==> src/rtl/hash_arb_pkg.sv <==
// hash_arb_pkg: shared constants for the hash engine arbiter
//   FSM state encodings, message/hash widths and the value returned on timeout.
package hash_arb_pkg;
    localparam logic [1:0] IDLE  = 2'd0;
    localparam logic [1:0] CLEAR = 2'd1;
    localparam logic [1:0] RUN   = 2'd2;
    localparam logic [1:0] DONE  = 2'd3;
    localparam int MSG_W  = 8;
    localparam int HASH_W = 8;
    localparam logic [HASH_W-1:0] TIMEOUT_HASH = 8'h00;
endpackage

==> src/rtl/hash_engine_arbiter_rr_pick.sv <==
// rr_pick: combinational rotate-priority picker
//   req : request vector       ptr : index searched first
//   gnt : one-hot winner       idx : encoded winner      any : any request present
module rr_pick #(
    parameter int N     = 4,
    parameter int PTR_W = $clog2(N)
) (
    input  logic [N-1:0]     req,
    input  logic [PTR_W-1:0] ptr,
    output logic [N-1:0]     gnt,
    output logic [PTR_W-1:0] idx,
    output logic             any
);
    logic [PTR_W:0] j;
    always_comb begin
        j   = '0;
        idx = '0;
        any = 1'b0;
        for (int k = 0; k < N; k++) begin
            j = {1'b0, ptr} + (PTR_W+1)'(k);
            j = (j >= (PTR_W+1)'(N)) ? j - (PTR_W+1)'(N) : j;
            if (!any && req[j[PTR_W-1:0]]) begin
                any = 1'b1;
                idx = j[PTR_W-1:0];
            end
        end
    end
    assign gnt = any ? (N'(1) << idx) : '0;
endmodule

==> src/rtl/hash_engine_arbiter.sv <==
// hash_engine_arbiter: round-robin sharing of one pearson_hash8 engine
//   clock, reset             : clock and async active-high reset
//   req, req_msg             : per-requester level request and message byte
//   grant                    : one-hot current engine owner
//   resp_valid/hash/err      : one-cycle result strobe, hash and timeout flag
//   busy                     : any state other than IDLE
//   hash_message/enable/reset_n, hash_result/finished : engine interface
module hash_engine_arbiter
    import hash_arb_pkg::*;
#(
    parameter int N_REQ   = 4,
    parameter int TIMEOUT = 64
) (
    input  logic                   clock,
    input  logic                   reset,
    input  logic [N_REQ-1:0]       req,
    input  logic [MSG_W*N_REQ-1:0] req_msg,
    output logic [N_REQ-1:0]       grant,
    output logic [N_REQ-1:0]       resp_valid,
    output logic [HASH_W-1:0]      resp_hash,
    output logic                   resp_err,
    output logic                   busy,
    output logic [MSG_W-1:0]       hash_message,
    output logic                   hash_enable,
    output logic                   hash_reset_n,
    input  logic [HASH_W-1:0]      hash_result,
    input  logic                   hash_finished
);
    localparam int CNT_W = $clog2(TIMEOUT);
    localparam int PTR_W = $clog2(N_REQ);
    logic [1:0]       state;
    logic [PTR_W-1:0] rr_ptr, idx_q, pick_idx;
    logic [N_REQ-1:0] pick_gnt;
    logic             pick_any;
    logic [CNT_W-1:0] cnt;
    logic [MSG_W-1:0] msg_q;
    rr_pick #(.N(N_REQ)) u_pick (
        .req(req),
        .ptr(rr_ptr),
        .gnt(pick_gnt),
        .idx(pick_idx),
        .any(pick_any)
    );
    always_ff @(posedge clock or posedge reset) begin
        if (reset) begin
            state     <= IDLE;
            grant     <= '0;
            idx_q     <= '0;
            rr_ptr    <= '0;
            cnt       <= '0;
            msg_q     <= '0;
            resp_hash <= '0;
            resp_err  <= 1'b0;
        end else begin
            case (state)
                IDLE: if (pick_any) begin
                    grant <= pick_gnt;
                    idx_q <= pick_idx;
                    msg_q <= req_msg[pick_idx*MSG_W +: MSG_W];
                    state <= CLEAR;
                end
                CLEAR: begin
                    cnt   <= '0;
                    state <= RUN;
                end
                RUN: begin
                    cnt <= cnt + 1'b1;
                    // finished takes precedence over a coinciding timeout
                    if (hash_finished) begin
                        resp_hash <= hash_result;
                        resp_err  <= 1'b0;
                        state     <= DONE;
                    end else if (cnt == CNT_W'(TIMEOUT-1)) begin
                        resp_hash <= TIMEOUT_HASH;
                        resp_err  <= 1'b1;
                        state     <= DONE;
                    end
                end
                default: begin
                    grant  <= '0;
                    rr_ptr <= (idx_q == PTR_W'(N_REQ-1)) ? '0 : idx_q + 1'b1;
                    state  <= IDLE;
                end
            endcase
        end
    end
    assign resp_valid   = (state == DONE) ? grant : '0;
    assign busy         = state != IDLE;
    assign hash_message = msg_q;
    assign hash_enable  = state == RUN;
    // engine is held in reset during CLEAR and for as long as our own reset is high
    assign hash_reset_n = ~reset & (state != CLEAR);
endmodule

==> config.mk <==
export PLATFORM = sky130hd
export DESIGN_NAME = hash_engine_arbiter
export DESIGN_NICKNAME = d
export VERILOG_FILES = /design/src/rtl/hash_arb_pkg.sv /design/src/rtl/hash_engine_arbiter_rr_pick.sv /design/src/rtl/hash_engine_arbiter.sv
export SDC_FILE = /design/constraint.sdc
export NUM_CORES = 1
export LEC_CHECK = 0
export CORE_MARGIN = 5
export CORE_UTILIZATION = 44
export CTS_CLUSTER_DIAMETER = 150
export DETAILED_ROUTE_END_ITERATION = 16
export GPL_TIMING_DRIVEN = 1
export PLACE_DENSITY = 0.81
export SYNTH_ARGS = -nofsm -noshare
export SYNTH_HDL_FRONTEND = slang
export SYNTH_HIERARCHICAL = 1
export SYNTH_SLANG_ARGS = --single-unit
==> constraint.sdc <==
create_clock -name clock -period 2.1 [get_ports clock]
set_clock_uncertainty 0.2 [all_clocks]
set_input_delay 0.315 -clock clock [delete_from_list [all_inputs] [get_ports clock]]
set_output_delay 0.315 -clock clock [all_outputs]
set_load 0.005 [all_outputs]
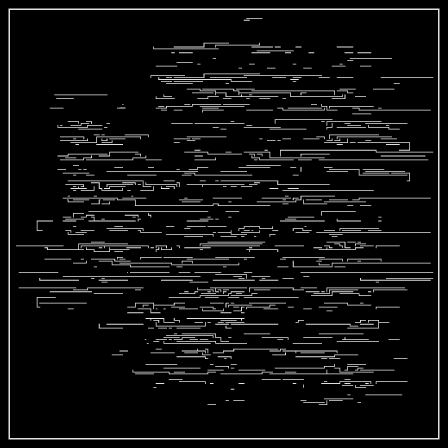
Run 1: signal wires on met1
share of all routed wire = 44%
longest straight run = 24.4 um
wire length on this layer = 2390 um
nets with wire on the layer = 304
main direction = horizontal
Post-Route WL: 5400 um
met1 Usage GRT: 24.1%

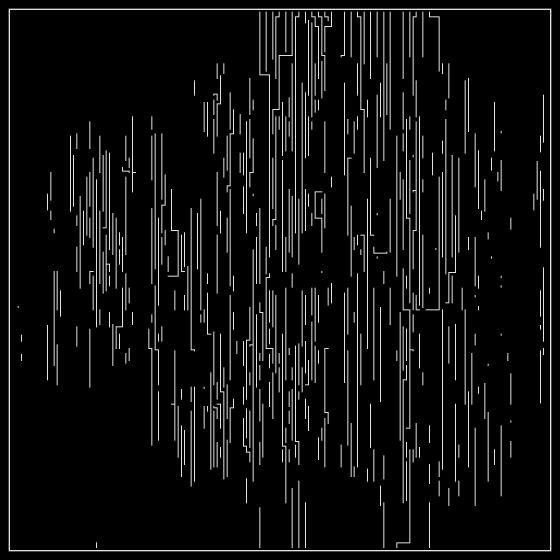
Run 1: the metal 2 layer
share of all routed wire = 48%
longest straight run = 32.6 um
main direction = vertical
nets with wire on the layer = 295
via count: 1862
GRT met2 Usage: 31.6%

==> Slide: Implementation Results, run 1 <==
Synthesis and Place & Route Summary

STA
  – Worst slew pin tran: 403 ps
  – Final setup TNS: 0 ps
  – Hold slack final: around 150 ps
  – Relative slew slack: 73.1%
  – Final Setup Violations: 0
  – Worst setup margin: 69.8 ps
  – Final worst-path cycle share: a little over nine tenths
  – Final Hold Vio Count: 0
  – Min cycle time layout: slightly above 2000 ps
  – F_max: approximately 490 MHz
  – Slew Limit Fails: 0

Synth
  – Mapped Area: 1920 um2
  – Sequential-to-total area share from yosys stat: 42.9%
  – YS chip area: slightly below 2000 um2
  – Floorplan Nets: ~260
  – Distinct cell type count after synthesis: approximately 40
  – Ys cells: slightly above 200
  – Syn_area_per_cell: 9.38 um2
  – #FFs+latches synth: 33
  – Mapped Cells: just over 200
  – Commonest cells in the netlist: dfrtp_1 (33), nand2_1 (33), mux2i_1 (17)
  – Area leader, netlist: dfrtp_1
  – EDFF count, synth: 0
  – Top FF cell, synth: dfrtp_1
  – Top-area cell share: 42.9%
  – Asr flop ratio synth: 100%
  – Syn. warnings: 6
  – Largest cells by area after synthesis: dfrtp_1 (43%), mux2i_1 (8.8%), nand2_1 (6.4%)

Floorplan
  – Die Wd: roughly 76 um
  – Die ar.: around 5800 um2
  – Fp_density: 44.8%
  – Die H: 76.1 um
  – Row cnt: 24
  – Core Box Area: 4290 um2
  – I/O pin count: roughly 75

Power
  – Pwr/cell area: between 1000 and 1500 nW/um2
  – Comb pwr share: 52.1%
  – Switching fraction of total power: between 30% and 40%
  – Clock share of power: between 10% and 20%
  – Leakage: approximately 1.4 nW
  – P_int: approximately 2.3 mW
  – Sequential Power Share: a little under a third
  – Max VDD drop: between 500 and 600 uV
  – Switching pwr: approximately 1.3 mW
  – Power Total: between 3 and 4 mW

CTS
  – Setup Buffers After CTS: 1
  – Clock transition at path regs: 70 ps
  – Clock sinks: 33
  – H-Tree Depth: 2
  – Cts hold-fix bufs: 0
  – Root Driver: clkbuf_8
  – Longest Clk Path Bufs: 2
  – Post-cts gate resize count: 3
  – TritonCTS clock tree: yes
  – Num CTS Buffers: 5
  – Clk latency late pin: roughly 280 ps

Drt
  – Routed wire length per instance: between 15 and 20 um
  – First DRT Iteration DRCs: between 100 and 150
  – DRT antenna net count: 0
  – Drt via density: around 5.4
  – Drt first pass iters: 4
  – DRC Markers: 0

Run
  – Max-cap violation count: 0
  – Log Warnings: 30

Layout
  – Most numerous logic cell after layout: clkdlybuf4s50_1
  – Fin util: between 60% and 70%
  – Most numerous logic cells after layout: clkdlybuf4s50_1 (69), nand2_1 (33), dfrtp_1 (31)
  – Area growth, synth to finish: 54.6%
  – Fillcell total: roughly 340
  – Non-Filler Instances: ~350
  – Fin nets: around 350
  – Layout cells sized above 1: 13.5%
  – Antenna cells: 0
  – Fin area: between 2000 and 3000 um2

Placement
  – Placed cells: around 340
  – Pre-CTS setup slack: -159 ps
  – Placed inst area: approximately 2800 um2
  – Placer congestion estimate: approximately 0.82
  – DP Wirelength: around 4000 um
  – I/O Buffers: ~74

Global route
  – Grt total ovfl: 0
  – Largest net degree at the start of global routing: 18
  – Number of global-route vias before repair: 1903
  – All-Layer GR Usage: a little under 20%
  – Initial antenna violation count: 0
  – First-pass GRT wire length: a little over 9000 um

Critical path
  – Crit path DRT: 1580 ps
  – R2R cell count: 5
  – CP max FO: 4
  – Worst R2R Setup Slack: ~180 ps
  – Startpoint types: flop
  – CP Capture Type: output port
  – Crit Path Category: flop to output port
  – Worst EP arrival: 1520 ps
  – Reg2reg start: state[1]
  – Reg2Reg Capture Point: cnt[5]

Worst hold path
  – Min-Delay Path Class: input pin to async pin

Outcome
  – Status: completed
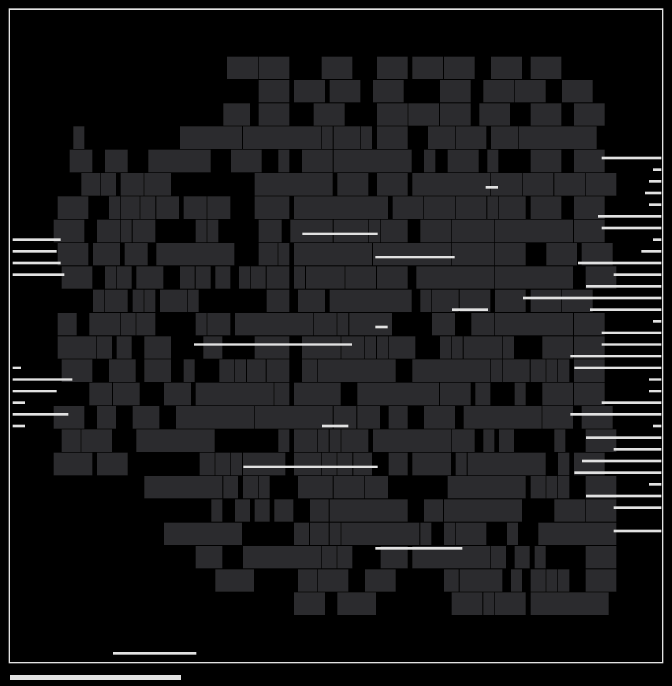
Run 1: metal 3
Scale bar: 20 um. Cells faint in the background.
share of all routed wire = 5.6%
longest straight run = 18.2 um
met3 Use GR: 5.44%

run 1: layer usage:
layer / vias up / routed length [um] / global-route usage (%)
li1: 902 / - / -
met1: 898 / 2390 / 24.1
met2: 53 / 2620 / 31.6
met3: 9 / 303 / 5.44
met4: 0 / 87 / 6.47
met5: - / 0 / 0
run 1: layout make-up:
class                      count  area [um2]  share of cell area (%)
multi-input combinational    147         995                    33.5
timing repair buffer          95         920                    30.9
sequential                    33         828                    27.9
clock buffer                   7        86.3                    2.90
tap                           52        65.1                    2.19
inverter                      13        48.8                    1.64
clock inverter                 1        30.0                    1.01
run 1: how the worst max path moves through the flow:
stage	startpoint	end	slack, ps
finish	state[1]	resp_valid[0]	70
global placement	req[3]	hash_message[1]	-90
CTS	state[1]	hash_reset_n	-30
floorplan	req[1]	hash_message[1]	260
detailed placement	req[1]	hash_message[1]	-160
global route	state[1]	resp_valid[0]	-9
run 1: power groups by stage:
stage          sequential [mW]  clock, mW  combinational [mW]
3_5_place_dp              1.10          0                1.85
3_3_place_gp              1.09          0                1.79
2_1_floorplan             1.06          0                1.02
6_report                  1.11      0.616                1.88
4_1_cts                   1.10      0.626                1.87
5_1_grt                   1.15      0.657                2.06
run 1: sequential cells by signal, indices dropped and copies added (netlist names):
register	flops
idx_q	2
grant	4
cnt	6
state	2
hash_message	8
resp_hash	8
rr_ptr	2
resp_err	1
run 1: critical path, stage by stage, from the launching register on:
cell             delay (ps)
dfrtp_1                 430
ha_4                    190
and2_1                  120
clkdlybuf4s50_1         490
run 1: kinds of logic (layout without fill, tap and decap cells):
logic type	Yosys count	count (layout)	synth area share, %
AND/OR/NAND/NOR	70	70	17.4
AND-OR/OR-AND	51	51	18.6
flip-flops	33	33	42.9
buffers and inverters	25	116	6.51
multiplexers	20	20	10.6
adder cells (fa/ha/maj)	6	6	3.90
Run 1, register map, names as in the netlist:
Scale bar: 20 um. Other sequential cells in the stronger gray, the rest of the logic in the fainter gray.
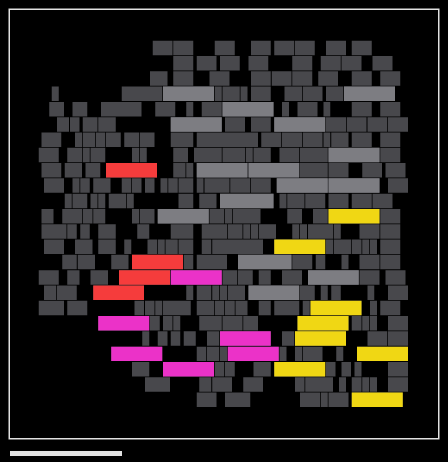

==> run 2: changes to the inputs <==
- CORE_UTILIZATION: 44 -> 43
- PLACE_DENSITY: 0.81 -> 0.8
- REMOVE_ABC_BUFFERS: unset -> 1
- SYNTH_HIERARCHICAL: 1 -> unset
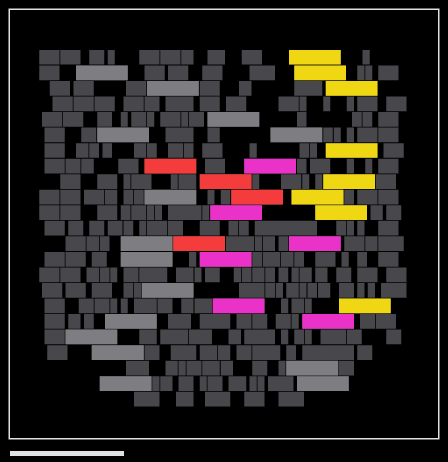
Run 2: register map, names as in the netlist
Scale bar: 20 um. Other sequential cells in the stronger gray, the rest of the logic in the fainter gray.
`resp_hash` -> yellow  # sequential cells 8
`cnt` -> magenta  # sequential cells 6, where center
`grant` -> red  # sequential cells 4, where center
not colored = 15
Seq area share: 28.6%
fin util: 71.6%
sequential power: 1.07 mW

==> run 2 against run 1 <==
Synthesized cell count fell by 2.9%. Utilization rose by 2.4 points. Synthesized area fell by 5.8%. Flip-flop count did not move. Routed wire length fell by 4.6%. Largest cell class unchanged. Highest routed layer unchanged.
==> Slide: Implementation Results, run 2 <==
Synthesis and Place & Route Summary

Placement
  – DP Wirelength: 3580 um
  – Placer congestion estimate: approximately 0.76
  – Placed cells: approximately 320
  – I/O Buffers: approximately 74
  – Placed inst area: roughly 2700 um2

Synth
  – Fa+ha+maj area frac: under 10%
  – EDFF count, synth: 0
  – Sequential-to-total area share from yosys stat: approximately 46%
  – Area leader, netlist: dfrtp_1
  – MUX area fraction: 5.66%
  – Asr flop ratio synth: 100%
  – Mapped Area: about 1800 um2
  – Xor/xnor share: less than 1%
  – Mapped Cells: slightly below 200
  – #FFs+latches synth: 33
  – Ys cells: ~200
  – Commonest cells in the netlist: nand2_1 (37), dfrtp_1 (33), o21ai_0 (15)
  – Distinct cell type count after synthesis: 36
  – Post-Synth AOI/OAI Area: between 10% and 20%
  – YS chip area: 1810 um2
  – Synth Area in Simple Gates: approximately 22%
  – Largest cells by area after synthesis: dfrtp_1 (46%), nand2_1 (7.7%), mux2i_1 (4.4%)
  – Syn. warnings: 0
  – Top FF cell, synth: dfrtp_1
  – Syn_area_per_cell: roughly 9 um2
  – Comb area leader: simple AND/OR/NAND/NOR gates

CTS
  – Clk latency late pin: 290 ps
  – Cts hold-fix bufs: 0
  – Root Driver: clkbuf_8
  – Clock sinks: 33
  – Num CTS Buffers: 5
  – Clock transition at path regs: approximately 70 ps
  – Longest Clk Path Bufs: 2
  – H-Tree Depth: 2
  – TritonCTS clock tree: yes

Worst hold path
  – Min-Delay Path Class: input pin to async pin

STA
  – Final Hold Vio Count: 0
  – Worst slew pin tran: 421 ps
  – Final setup TNS: 0 ps
  – Min cycle time layout: 2030 ps
  – F_max: just under 500 MHz
  – Slew Limit Fails: 0
  – Final Setup Violations: 0
  – Relative slew slack: 71.9%
  – RSZ-0062 raised after global routing: false
  – Final worst-path cycle share: between 90 and 100%

Layout
  – Fin area: 2890 um2
  – Fillcell total: roughly 340
  – FF/Latch Area: 826 um2
  – Fin nets: around 340
  – Most numerous logic cells after layout: clkdlybuf4s50_1 (64), nand2_1 (37), dfrtp_1 (33)
  – Most numerous logic cell after layout: clkdlybuf4s50_1
  – Layout cells sized above 1: around 14%
  – Logic area: slightly above 900 um2
  – Area growth, synth to finish: 59.3%
  – Antenna cells: 0

Critical path
  – Critical path's top delay family: buffers and inverters
  – CP Capture Type: output port
  – Startpoint types: flop
  – CP max FO: 4
  – Crit path DRT: roughly 1600 ps
  – WP buf/inv: 3
  – Crit-path slowest cell: dfrtp_1
  – Critical Path Max Stage Delay: 400 ps
  – Crit Path Category: flop to output port
  – Worst EP arrival: approximately 1500 ps
  – Reg2reg start: rr_ptr[0]
  – Most numerous cell on the critical path: buf_4
  – Critical path, cell by cell: buf_4 > ha_4 > buf_4 > and2_1 > dlygate4sd2_1

Drt
  – DRT antenna net count: 0
  – DRC Markers: 0
  – Drt first pass iters: 4
  – First DRT Iteration DRCs: 111
  – Drt via density: around 5.2
  – Routed wire length per instance: 15.1 um

Floorplan
  – I/O pin count: 75
  – Core Box Area: 4030 um2
  – Row cnt: 23
  – Die ar.: 5610 um2
  – Die H: approximately 75 um
  – Fp_density: roughly 45%
  – Die Wd: between 70 and 80 um

Run
  – Max-cap violation count: 0
  – Log Warnings: 28

Global route
  – Initial antenna violation count: 0
  – All-Layer GR Usage: between 15 and 20%
  – Number of global-route vias before repair: between 1500 and 2000
  – First-pass GRT wire length: between 8000 and 9000 um
  – Grt total ovfl: 0
  – Largest net degree at the start of global routing: 34

Power
  – Pwr/cell area: between 1000 and 1500 nW/um2
  – Leakage: 1.40 nW
  – Max VDD drop: just under 700 uV

Outcome
  – Status: completed
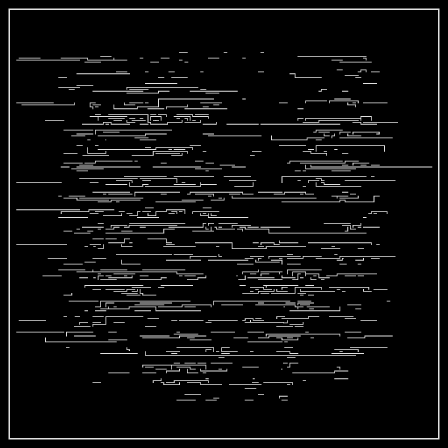
Run 2: signal wires on met1
wire length on this layer = 2050 um
nets with wire on the layer = 285
longest straight run = 36.8 um
share of all routed wire = 40%
main direction = horizontal
met1 Usage GRT: 23.4%
Post-Route WL: 5150 um
via count: 1789

==> run 2: timing repair <==
action,CTS,global route
endpoints found under the hold margin,0,0
gates cloned,3,1
gates resized,11,11
setup buffers,3,3
pin swaps,1,3
endpoints found under the setup margin,14,13
==> run 2: path summary, 6_finish.rpt <==
kind	to	slack, ps	cells after the start
setup / recovery	resp_valid[1]	70	5
hold / removal	cnt[0]	250	3
setup reg to reg	hash_message[0]	130	6
hold reg to reg	resp_hash[0]	270	2
max in group asynchronous	resp_hash[5]	1150	3
min in group clock	resp_hash[0]	270	2
==> run 2: routing by layer <==
metal,routed length (um),vias to the layer above,track usage (%)
met5,0,-,0
met1,2050,838,23.4
met4,51,0,5.53
li1,-,873,-
met3,510,5,7.34
met2,2540,73,33.1
==> run 2: worst reg2reg max path: stages, from the launching register on <==
cell and delay (ps):
dfrtp_1 380, nor2b_2 60, or4b_4 560, buf_6 150, and2_4 200, mux2i_1 180
o211ai_1 110
==> run 2: per-stage QoR <==
step | setup slack, ps | hold WS (ps) | util (%) | total power [mW]
2_1_floorplan | 128 | 227 | - | 1.93
3_3_place_gp | -321 | 249 | 65.8 | 2.77
3_5_place_dp | -384 | 256 | 65.8 | 2.83
4_1_cts | 4.62 | 257 | 70.2 | 3.58
5_1_grt | 18.2 | 295 | 71.6 | 3.91
6_report | 66.7 | 246 | 71.6 | 3.63
==> run 2: layout make-up <==
class | count | share of cell area [%]
clock inverter | 1 | 1.04
tap | 50 | 2.17
timing repair buffer | 96 | 31.9
sequential | 33 | 28.6
inverter | 8 | 1.04
multi-input combinational | 147 | 32.3
clock buffer | 7 | 2.99
==> run 2: power by group <==
group / leakage, nW / internal (mW) / switching [mW]
clock: 0.0585 / 0.387 / 0.235
sequential: 0.422 / 0.893 / 0.173
combinational: 0.925 / 1.05 / 0.892
Power figures rest on the tool's default switching activity, not on a simulated workload.
